`config.mk`:
```
export PLATFORM = sky130hd
export DESIGN_NAME = usb_transmitter_flat
export DESIGN_NICKNAME = d
export VERILOG_FILES = /design/src/rtl/usb_transmitter_pkg.sv /design/src/rtl/usb_transmitter_if.sv /design/src/rtl/usb_transmitter_nrzi_stuffer.sv /design/src/rtl/usb_transmitter.sv /design/src/flat_wrapper.sv
export SDC_FILE = /design/constraint.sdc
export NUM_CORES = 1
export LEC_CHECK = 0
export CAP_MARGIN = 15
export CORE_MARGIN = 4
export CORE_UTILIZATION = 52
export CTS_CLUSTER_SIZE = 25
export DETAILED_ROUTE_END_ITERATION = 8
export GPL_ROUTABILITY_DRIVEN = 0
export GPL_TIMING_DRIVEN = 0
export HOLD_SLACK_MARGIN = 0.05
export PLACE_DENSITY = 0.76
export SYNTH_ARGS = -nofsm -noshare
export SYNTH_HDL_FRONTEND = slang
export SYNTH_SLANG_ARGS = --single-unit
export TNS_END_PERCENT = 5
```
`constraint.sdc`:
```
create_clock -name clk -period 2.2 [get_ports clk]
set_input_delay 0.44 -clock clk [delete_from_list [all_inputs] [get_ports clk]]
set_output_delay 0.44 -clock clk [all_outputs]
set_load 0.02 [all_outputs]
```
`src/rtl/usb_transmitter_pkg.sv`:
```
// Shared USB full-speed definitions for the transmit path (and the receive
// side in usb_controller): PID codes, CRC16 constants, line encodings, FSM
// state type and the serial CRC16 step.
package usb_transmitter_pkg;

  typedef enum logic [3:0] {
    PID_RSVD  = 4'h0, PID_OUT   = 4'h1, PID_ACK   = 4'h2, PID_DATA0 = 4'h3,
    PID_PING  = 4'h4, PID_SOF   = 4'h5, PID_NYET  = 4'h6, PID_DATA2 = 4'h7,
    PID_SPLIT = 4'h8, PID_IN    = 4'h9, PID_NAK   = 4'hA, PID_DATA1 = 4'hB,
    PID_PRE   = 4'hC, PID_SETUP = 4'hD, PID_STALL = 4'hE, PID_MDATA = 4'hF
  } pid_t;

  localparam logic [15:0] CRC16_POLY     = 16'h8005;
  localparam logic [15:0] CRC16_INIT     = 16'hFFFF;
  localparam logic [15:0] CRC16_RESIDUAL = 16'h800D;

  // {dp, dn} for full-speed signalling
  localparam logic [1:0] LINE_J   = 2'b10;
  localparam logic [1:0] LINE_K   = 2'b01;
  localparam logic [1:0] LINE_SE0 = 2'b00;

  typedef enum logic [2:0] {
    S_IDLE, S_SYNC, S_PID, S_DATA, S_CRC, S_ABORT, S_EOP
  } tx_state_t;

  // DATA0/1/2/MDATA all share the low bits 2'b11
  function automatic logic is_data_pid(input logic [3:0] p);
    return p[1:0] == 2'b11;
  endfunction

  // One payload bit into the CRC16; bit 15 holds the x^15 coefficient
  function automatic logic [15:0] crc16_step(input logic [15:0] crc, input logic b);
    logic fb;
    fb = crc[15] ^ b;
    return {crc[14:0], 1'b0} ^ (fb ? CRC16_POLY : 16'h0000);
  endfunction

endpackage

```
`src/rtl/usb_transmitter_if.sv`:
```
// Request/byte-stream/bus bundle of the USB transmitter.
//   master: requester (start, pid, len0, data, data_valid, data_last)
//   slave : transmitter (data_ready, busy, underrun, dp, dn, oe)
interface usb_transmitter_if;
  logic       start;
  logic [3:0] pid;
  logic       len0;
  logic [7:0] data;
  logic       data_valid;
  logic       data_last;
  logic       data_ready;
  logic       busy;
  logic       underrun;
  logic       dp;
  logic       dn;
  logic       oe;

  modport master (
    output start, pid, len0, data, data_valid, data_last,
    input  data_ready, busy, underrun, dp, dn, oe
  );

  modport slave (
    input  start, pid, len0, data, data_valid, data_last,
    output data_ready, busy, underrun, dp, dn, oe
  );
endinterface

```
`src/rtl/usb_transmitter_nrzi_stuffer.sv`:
```
// NRZI encoder with bit stuffing and line overrides.
//   bit_en    : advance one bit slot this cycle
//   sync_init : restart encoder at J and clear the ones run (first SYNC bit)
//   bit_val   : data bit for the slot
//   stuff_dis : bit is sent but neither counted nor stuffed (abort pattern)
//   se0/drive_j/line_off : EOP SE0, EOP J, and return to idle (oe=0)
//   stuff_req : a stuffed 0 occupies the next slot; the caller holds its bit
//   dp/dn/oe  : registered bus drive
module usb_transmitter_nrzi_stuffer
  import usb_transmitter_pkg::*;
(
  input  logic clk,
  input  logic reset,
  input  logic bit_en,
  input  logic sync_init,
  input  logic bit_val,
  input  logic stuff_dis,
  input  logic se0,
  input  logic drive_j,
  input  logic line_off,
  output logic stuff_req,
  output logic dp,
  output logic dn,
  output logic oe
);

  logic       lvl_j;     // current NRZI level, 1 = J
  logic [2:0] ones;
  logic [1:0] line;
  logic       oe_r;
  logic       cur_lvl, nxt_lvl;
  logic [2:0] cur_ones, nxt_ones;

  assign stuff_req = (ones == 3'd6);

  always_comb begin
    cur_lvl  = sync_init ? 1'b1 : lvl_j;
    cur_ones = sync_init ? 3'd0 : ones;
    if (cur_ones == 3'd6 || !bit_val) begin
      nxt_lvl  = ~cur_lvl;
      nxt_ones = 3'd0;
    end else begin
      nxt_lvl  = cur_lvl;
      nxt_ones = stuff_dis ? 3'd0 : cur_ones + 3'd1;
    end
  end

  always_ff @(posedge clk) begin
    if (reset) begin
      lvl_j <= 1'b1;
      ones  <= 3'd0;
      line  <= LINE_J;
      oe_r  <= 1'b0;
    end else if (bit_en) begin
      if (line_off) begin
        lvl_j <= 1'b1;
        ones  <= 3'd0;
        line  <= LINE_J;
        oe_r  <= 1'b0;
      end else if (se0) begin
        ones  <= 3'd0;
        line  <= LINE_SE0;
        oe_r  <= 1'b1;
      end else if (drive_j) begin
        lvl_j <= 1'b1;
        ones  <= 3'd0;
        line  <= LINE_J;
        oe_r  <= 1'b1;
      end else begin
        lvl_j <= nxt_lvl;
        ones  <= nxt_ones;
        line  <= nxt_lvl ? LINE_J : LINE_K;
        oe_r  <= 1'b1;
      end
    end
  end

  assign dp = line[1];
  assign dn = line[0];
  assign oe = oe_r;

endmodule

```
`src/rtl/usb_transmitter.sv`:
```
// Full-speed USB transmitter: SYNC, PID, optional payload with CRC16 and EOP,
// NRZI-encoded and bit-stuffed, one bit every CLKS_PER_BIT clocks.
//   clk, reset : system clock, synchronous active-high reset
//   bus        : request, byte stream and line drive (slave modport)
// State/idx always name the next bit to put on the line; each bit slot is
// committed to the encoder on the accepting start edge or on a strobe.
module usb_transmitter
  import usb_transmitter_pkg::*;
#(
  parameter int CLKS_PER_BIT = 2
) (
  input  logic             clk,
  input  logic             reset,
  usb_transmitter_if.slave bus
);

  localparam int CNT_W = (CLKS_PER_BIT > 1) ? $clog2(CLKS_PER_BIT) : 1;

  tx_state_t        state;
  logic [3:0]       idx;
  logic [CNT_W-1:0] clk_cnt;
  logic [15:0]      crc;
  logic             underrun_r;
  logic [7:0]       pid_byte, shreg;
  logic             len0_r, last_r;

  logic strobe, accept, adv, load_slot, stuff_req;
  logic bit_en, bit_val, stuff_dis, sync_init, se0, drive_j, line_off;
  logic dp_w, dn_w, oe_w;

  assign strobe    = (clk_cnt == CNT_W'(CLKS_PER_BIT - 1));
  assign accept    = (state == S_IDLE) && bus.start;
  assign adv       = strobe && (state != S_IDLE);
  // a pending stuffed bit takes the slot, so the byte load waits a bit
  assign load_slot = adv && !stuff_req && (state == S_DATA) && (idx == 4'd0);

  always_comb begin
    bit_en    = 1'b0;
    bit_val   = 1'b1;
    stuff_dis = 1'b0;
    sync_init = 1'b0;
    se0       = 1'b0;
    drive_j   = 1'b0;
    line_off  = 1'b0;
    if (accept) begin
      bit_en    = 1'b1;
      bit_val   = 1'b0;
      sync_init = 1'b1;
    end else if (adv) begin
      bit_en = 1'b1;
      if (!stuff_req) begin
        case (state)
          S_SYNC: bit_val = (idx == 4'd7);
          S_PID:  bit_val = pid_byte[idx[2:0]];
          S_DATA: begin
            if (idx != 4'd0)        bit_val = shreg[idx[2:0]];
            else if (bus.data_valid) bit_val = bus.data[0];
            else begin
              bit_val   = 1'b1;
              stuff_dis = 1'b1;
            end
          end
          S_CRC:  bit_val = ~crc[4'd15 - idx];
          S_ABORT: begin
            bit_val   = 1'b1;
            stuff_dis = 1'b1;
          end
          S_EOP: begin
            se0      = (idx < 4'd2);
            drive_j  = (idx == 4'd2);
            line_off = (idx == 4'd3);
          end
          default: ;
        endcase
      end
    end
  end

  always_ff @(posedge clk) begin
    if (reset) begin
      state      <= S_IDLE;
      idx        <= 4'd0;
      clk_cnt    <= '0;
      crc        <= CRC16_INIT;
      underrun_r <= 1'b0;
    end else begin
      underrun_r <= 1'b0;
      if (accept || strobe) clk_cnt <= '0;
      else                  clk_cnt <= clk_cnt + 1'b1;
      if (accept) begin
        state <= S_SYNC;
        idx   <= 4'd1;
        crc   <= CRC16_INIT;
      end else if (adv && !stuff_req) begin
        case (state)
          S_SYNC: begin
            idx <= (idx == 4'd7) ? 4'd0 : idx + 4'd1;
            if (idx == 4'd7) state <= S_PID;
          end
          S_PID: begin
            idx <= (idx == 4'd7) ? 4'd0 : idx + 4'd1;
            if (idx == 4'd7) begin
              if (!is_data_pid(pid_byte[3:0])) state <= S_EOP;
              else if (len0_r)                 state <= S_CRC;
              else                             state <= S_DATA;
            end
          end
          S_DATA: begin
            if (idx == 4'd0) begin
              idx <= 4'd1;
              if (bus.data_valid) crc <= crc16_step(crc, bus.data[0]);
              else begin
                // this slot already carries the first abort bit
                underrun_r <= 1'b1;
                state      <= S_ABORT;
              end
            end else begin
              crc <= crc16_step(crc, shreg[idx[2:0]]);
              idx <= (idx == 4'd7) ? 4'd0 : idx + 4'd1;
              if (idx == 4'd7 && last_r) state <= S_CRC;
            end
          end
          S_CRC: begin
            idx <= (idx == 4'd15) ? 4'd0 : idx + 4'd1;
            if (idx == 4'd15) state <= S_EOP;
          end
          S_ABORT: begin
            idx <= (idx == 4'd6) ? 4'd0 : idx + 4'd1;
            if (idx == 4'd6) state <= S_EOP;
          end
          S_EOP: begin
            idx <= (idx == 4'd3) ? 4'd0 : idx + 4'd1;
            if (idx == 4'd3) state <= S_IDLE;
          end
          default: state <= S_IDLE;
        endcase
      end
    end
  end

  always_ff @(posedge clk) begin
    if (accept) begin
      pid_byte <= {~bus.pid, bus.pid};
      len0_r   <= bus.len0;
    end
    if (load_slot && bus.data_valid) begin
      shreg  <= bus.data;
      last_r <= bus.data_last;
    end
  end

  usb_transmitter_nrzi_stuffer u_nrzi (
    .clk       (clk),
    .reset     (reset),
    .bit_en    (bit_en),
    .sync_init (sync_init),
    .bit_val   (bit_val),
    .stuff_dis (stuff_dis),
    .se0       (se0),
    .drive_j   (drive_j),
    .line_off  (line_off),
    .stuff_req (stuff_req),
    .dp        (dp_w),
    .dn        (dn_w),
    .oe        (oe_w)
  );

  assign bus.data_ready = load_slot;
  assign bus.busy       = (state != S_IDLE);
  assign bus.underrun   = underrun_r;
  assign bus.dp         = dp_w;
  assign bus.dn         = dn_w;
  assign bus.oe         = oe_w;

endmodule

```
`src/flat_wrapper.sv`:
```
// flat-port wrapper written by rule: the top's interface ports become plain ports
module usb_transmitter_flat import usb_transmitter_pkg::*;
#(
  parameter int CLKS_PER_BIT = 2
)
  (clk, reset, bus_start, bus_pid, bus_len0, bus_data, bus_data_valid, bus_data_last, bus_data_ready, bus_busy, bus_underrun, bus_dp, bus_dn, bus_oe);
  usb_transmitter_if bus_i ();
  input  logic clk;
  input  logic reset;
  input wire logic [$bits(bus_i.start)-1:0] bus_start;
  input wire logic [$bits(bus_i.pid)-1:0] bus_pid;
  input wire logic [$bits(bus_i.len0)-1:0] bus_len0;
  input wire logic [$bits(bus_i.data)-1:0] bus_data;
  input wire logic [$bits(bus_i.data_valid)-1:0] bus_data_valid;
  input wire logic [$bits(bus_i.data_last)-1:0] bus_data_last;
  output wire logic [$bits(bus_i.data_ready)-1:0] bus_data_ready;
  output wire logic [$bits(bus_i.busy)-1:0] bus_busy;
  output wire logic [$bits(bus_i.underrun)-1:0] bus_underrun;
  output wire logic [$bits(bus_i.dp)-1:0] bus_dp;
  output wire logic [$bits(bus_i.dn)-1:0] bus_dn;
  output wire logic [$bits(bus_i.oe)-1:0] bus_oe;
  assign bus_i.start = bus_start;
  assign bus_i.pid = bus_pid;
  assign bus_i.len0 = bus_len0;
  assign bus_i.data = bus_data;
  assign bus_i.data_valid = bus_data_valid;
  assign bus_i.data_last = bus_data_last;
  assign bus_data_ready = bus_i.data_ready;
  assign bus_busy = bus_i.busy;
  assign bus_underrun = bus_i.underrun;
  assign bus_dp = bus_i.dp;
  assign bus_dn = bus_i.dn;
  assign bus_oe = bus_i.oe;
  usb_transmitter #(.CLKS_PER_BIT(CLKS_PER_BIT)) u_core (.clk(clk), .reset(reset), .bus(bus_i));
endmodule
```
Figure 1. Congestion heat map (run 1).
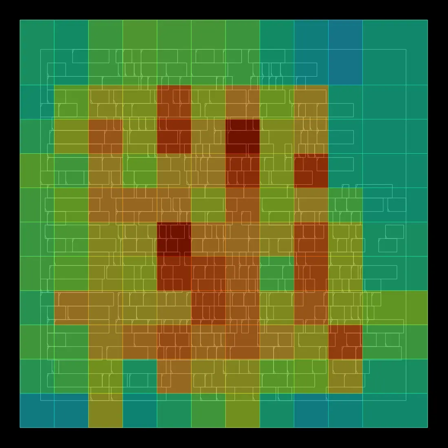
Global Route met3 Usage: 0.03728
global routing usage on met1: 0.2791
GRT Util Overall: 0.2161

Figure 2. Met2 routing (run 1).
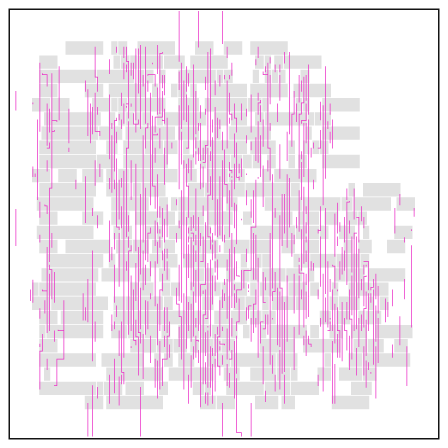
main direction: vertical
share of all routed wire: 49%
nets with wire on the layer: 309
met2 Track Usage GR: 0.3659
via count: 2429
Routed Wire Length: 6688 um

==> impl_metrics.tcl, run 1 <==
# place-and-route summary
set metrics [dict create \
    status "complete, no violations" \
    power_density_mw_per_mm2 532.2 \
    io_buffers 23 \
    dieArea_mm2 0.006738 \
    grt-ovfl-total 0 \
    hpwl_um 4728 \
    comb_power_share 0.164 \
    leakagePower_nw 1.363 \
    ctsHoldBuffers 0 \
    areaGrowthSynthToFinish_pct 22.84 \
    path_cells "mux4_2, a22o_1, nor4b_4, o211ai_4, mux2i_2, a21o_1" \
    yosysCellCount 299 \
    synth_cell_type_count 70 \
    grt_max_degree 17 \
    netlist_area_mm2 0.002854 \
    busiest_layer "met2" \
    synthXorXnorAreaFrac 0.02499 \
    cp-endpoint "u_core.u_nrzi.lvl_j" \
    power.total_mw 1.866 \
    max-clock-path-buffers 2 \
    synth_area_leader_cell "dfxtp_1" \
    largestClassByArea "logic gates" \
    yosys.area_share.adder 0.02192 \
    cts_made_buffers 5 \
    synthFlopType "dfxtp_1" \
]
Figure 3. Metal layers overlaid (run 1).
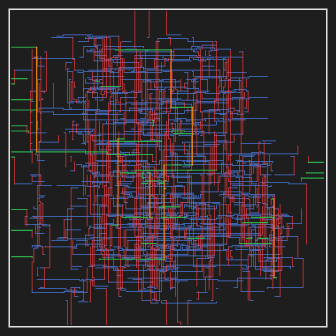
legend:
  blue:
    layer: met1
    wire_length: 3010 um
  green:
    layer: met3
    wire_length: 261 um
  orange:
    layer: met4
    wire_length: 136 um
  red:
    layer: met2
    wire_length: 3280 um
drt wl/cell: 16.23 um

run 1: worst min-delay path by stage:
stage	to	startpoint
after detailed placement	u_core.u_nrzi.line[0]	u_core.u_nrzi.line[0]
final	u_core.u_nrzi.line[0]	u_core.u_nrzi.line[0]
after global placement	u_core.u_nrzi.line[0]	u_core.u_nrzi.line[0]
after global routing	u_core.u_nrzi.line[0]	u_core.u_nrzi.line[0]
after CTS	u_core.u_nrzi.line[0]	u_core.u_nrzi.line[0]
after floorplan	u_core.crc[13]	u_core.crc[12]
run 1: layout by cell type, fill, tap and decap left out, types with 10 or more instances in the layout:
master,Yosys,layout
inv_1,11,10
nand3_1,20,19
a21oi_1,16,14
clkdlybuf4s50_1,0,20
buf_4,1,13
dfxtp_1,32,27
nand2_1,47,45
nor2_1,22,20
edfxtp_1,18,18
==> run 2: changes to the inputs <==
--- a/config.mk
+++ b/config.mk
@@ -6,7 +6,6 @@
 export NUM_CORES = 1
 export LEC_CHECK = 0
 export CAP_MARGIN = 15
-export CORE_MARGIN = 4
 export CORE_UTILIZATION = 52
 export CTS_CLUSTER_SIZE = 25
 export DETAILED_ROUTE_END_ITERATION = 8
Figure 4. Routed clock nets over the placement (run 2).
Scale bar: 20 um.
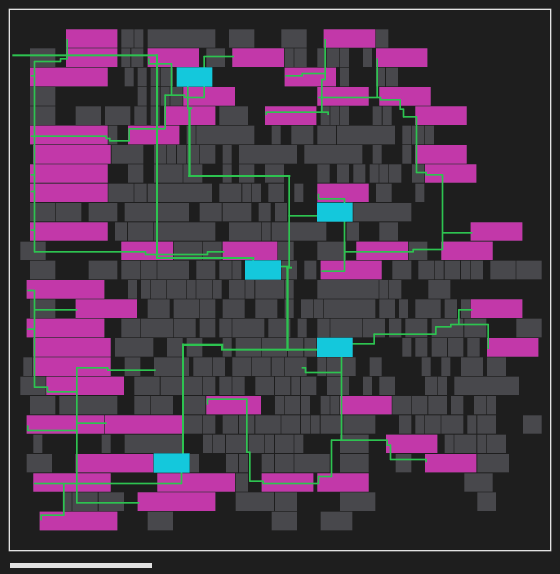
legend:
  magenta:
    item: flip-flops
    count: 50
  green:
    item: clock wires
    length: 600 um
  cyan:
    item: cells driving clock nets
    count: 5
routed clock nets: 6
flops lie: all over the die

==> run 2 against run 1 <==
Against the previous run:
- the run now ends with negative setup slack left
- cell area fell by 0.32%
- combinational power barely moved
- non-clock buffer count did not move
- area after synthesis did not move
- sequential share of layout area fell by 0.14 points
- utilization fell by 0.22 points
- fmax fell by 1.4%
- critical path depth rose by 1
- largest power group unchanged
- register-to-register slack got worse by 30 ps
- critical path type unchanged
- first-iteration DRC count rose by 9.0%
- flip-flop count did not move
==> impl_metrics.tcl, run 2 <==
# place-and-route summary
set metrics [dict create \
    status "finished with violations" \
    failed_checks "negative setup slack" \
    max-clock-path-buffers 2 \
    final_layout_top_logic_cells "45 x nand2_1, 28 x dfxtp_1, 21 x nor2_1" \
    synth_area_leader_cell "dfxtp_1" \
    cp-endpoint "u_core.u_nrzi.lvl_j" \
    cts_made_buffers 5 \
    logic_gate_count 217 \
    largestClassByArea "logic gates" \
    layout_top_cell "nand2_1" \
    synth_cell_type_count 70 \
    use_met3 0.03832 \
    hold_end "u_core.u_nrzi.line[0]" \
    use_met2 0.3745 \
    setup_viol 1 \
    leakagePower_nw 1.360 \
    wl_um 6575 \
    dieArea_mm2 0.005789 \
    ctsHoldBuffers 0 \
    via_count 2480 \
    yosysCellCount 299 \
    power_density_mw_per_mm2 538.8 \
    layout-drive-gt1-share 0.2222 \
    areaGrowthSynthToFinish_pct 22.45 \
    nClkBuffers 7 \
    grtUsageMet1 0.3022 \
    synthFlopType "dfxtp_1" \
    netlist_area_mm2 0.002854 \
    io_buffers 23 \
    comb_power_share 0.163 \
    layout_setup_ws_ps -13.48 \
    power.total_mw 1.883 \
    busiest_layer "met2" \
    path_cells "buf_4, mux4_2, a22o_1, nor4b_4, o211ai_4, mux2i_1, a21o_1" \
]
run 2: cell counts after synthesis:
Identical to the previous run, type by type.
run 2: cell families (layout without fill, tap and decap cells):
kind of cell | after synthesis | count (layout) | synth area share
AND/OR/NAND/NOR | 139 | 139 | 0.2630
AND-OR/OR-AND | 55 | 55 | 0.1416
flip-flops | 50 | 50 | 0.4139
buffers and inverters | 32 | 75 | 0.06094
multiplexers | 13 | 13 | 0.07365
adder cells (fa/ha/maj) | 5 | 5 | 0.02192
XOR/XNOR | 5 | 5 | 0.02499
run 2: worst reg2reg max path, stage by stage, from the launching register on:
cell and delay, ps:
dfxtp_4 390, buf_4 130, mux4_2 490, a22o_1 270, nor4b_4 310, o211ai_4 170
mux2i_1 180, a21o_1 190
==> run 3: changes to the inputs <==
--- a/config.mk
+++ b/config.mk
@@ -6,6 +6,7 @@
 export NUM_CORES = 1
 export LEC_CHECK = 0
 export CAP_MARGIN = 15
+export CORE_MARGIN = 5
 export CORE_UTILIZATION = 52
 export CTS_CLUSTER_SIZE = 25
 export DETAILED_ROUTE_END_ITERATION = 8
Figure 5. Met2 routing (run 3).
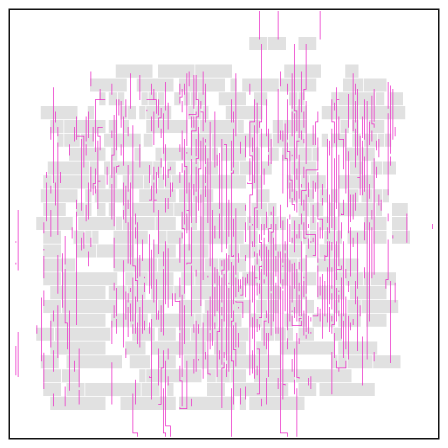
wire length on this layer: 3400 um
nets with wire on the layer: 313
share of all routed wire: 48%
main direction: vertical
longest straight run: 50.7 um

==> run 3 against run 2 <==
Against the previous run:
- the flow now finishes without violations
- clock-buffer cell count unchanged
- worst setup slack improved by 20 ps
- register-to-register slack better by 20 ps
- sequential power barely moved
- largest power group unchanged
- power grew 5.0%
- routed wire length is 8.6% higher
- first-iteration DRC count shrank 26%
- die size is 22% higher
- clock power is 12% higher
- critical path type unchanged
- critical path depth rose by 2
==> impl_metrics.tcl, run 3 <==
# place-and-route summary
set metrics [dict create \
    logic_family "simple AND/OR/NAND/NOR gates" \
    comb_power_share 0.168 \
    synth_area_leader_cell "dfxtp_1" \
    status "complete, no violations" \
    hold_end "u_core.u_nrzi.line[0]" \
    detail_route.wl_per_cell_um 16.84 \
    busiest_layer "met2" \
    mux_share 0.07365 \
    synthFlopType "dfxtp_1" \
    nClkBuffers 7 \
    setup_viol 0 \
    cts_made_buffers 5 \
    via_count 2475 \
    hpwl_um 4694 \
    yosysCellCount 299 \
    holdWs_ps 460.3 \
    layout_top_cell "nand2_1" \
    max-clock-path-buffers 2 \
    leakagePower_nw 1.412 \
    power_density_mw_per_mm2 547.2 \
    ys_sh_simple 0.2630 \
    ctsHoldBuffers 0 \
    grt-ovfl-total 0 \
    io_buffers 23 \
    logic_gate_count 217 \
    dieArea_mm2 0.007070 \
    use_met2 0.3121 \
    use_met3 0.04146 \
    netlist_area_mm2 0.002854 \
    synth_cell_type_count 70 \
    min-delay-start "u_core.u_nrzi.line[0]" \
    synthAoiAreaFrac 0.1416 \
    grt_usage 0.1976 \
    routed.top_layer "met4" \
    wl_um 7139 \
]
-- run 3: critical path, stage by stage (launching register included) --
cell and delay [ps]:
dfxtp_4 370, buf_8 130, inv_8 50, ha_4 130, nor4b_4 350, o22ai_1 160
a21oi_1 240, o211ai_1 190, or4_1 430, o31ai_1 70
-- run 3: per-stage QoR --
| step | setup WS (ps) | utilization | total power [mW] | TNS, ps | instance area (um2) |
|---|---|---|---|---|---|
| floorplan | -11.45 | - | 1.196 | -103.0 | 2855 |
| global placement | -616.0 | 0.5875 | 1.291 | -7251 | 3176 |
| detailed placement | -634.8 | 0.5875 | 1.294 | -7534 | 3176 |
| CTS | -74.37 | 0.6317 | 1.944 | -133.5 | 3415 |
| global route | -71.69 | 0.6683 | 2.054 | -234.7 | 3612 |
| finish | 6.971 | 0.6683 | 1.977 | 0 | 3612 |

## Gallery

Signal wires on met3.
Scale bar: 20 um.
Plate I
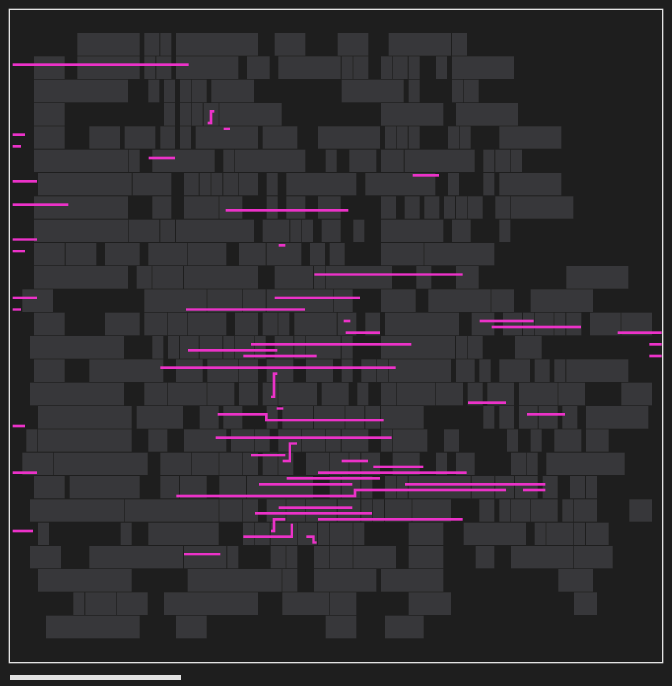
Plate II
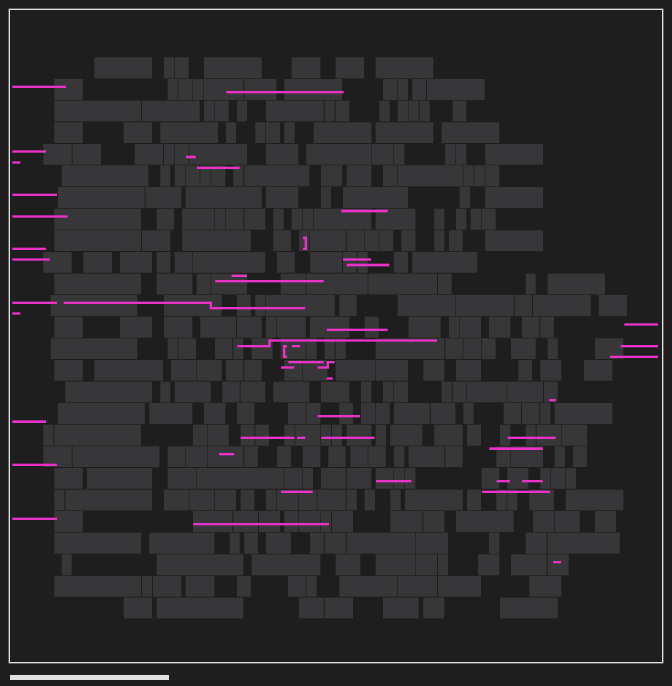
Plate III
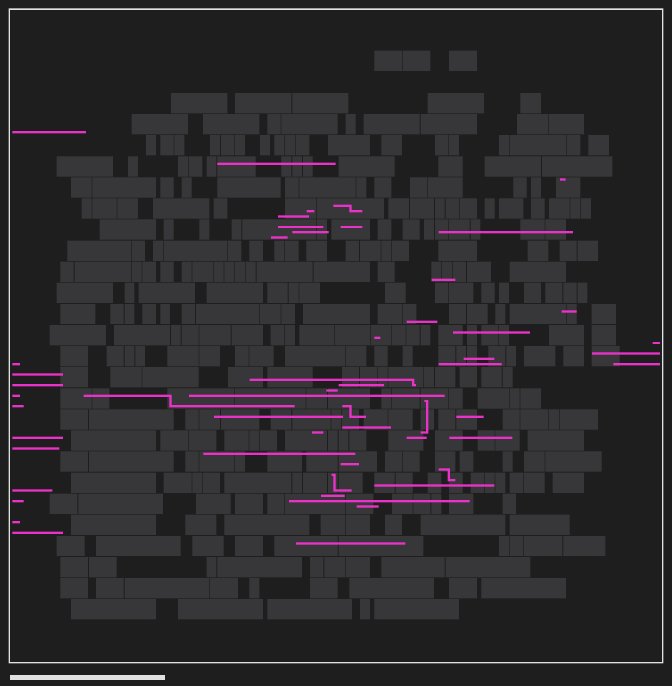
Plate III -> run 3
Plate I -> run 2
Plate II -> run 1

Key to Plate III:
longest straight run: 32.7 um
main direction: horizontal
nets with wire on the layer: 43

Power figures rest on the tool's default switching activity, not on a simulated workload.
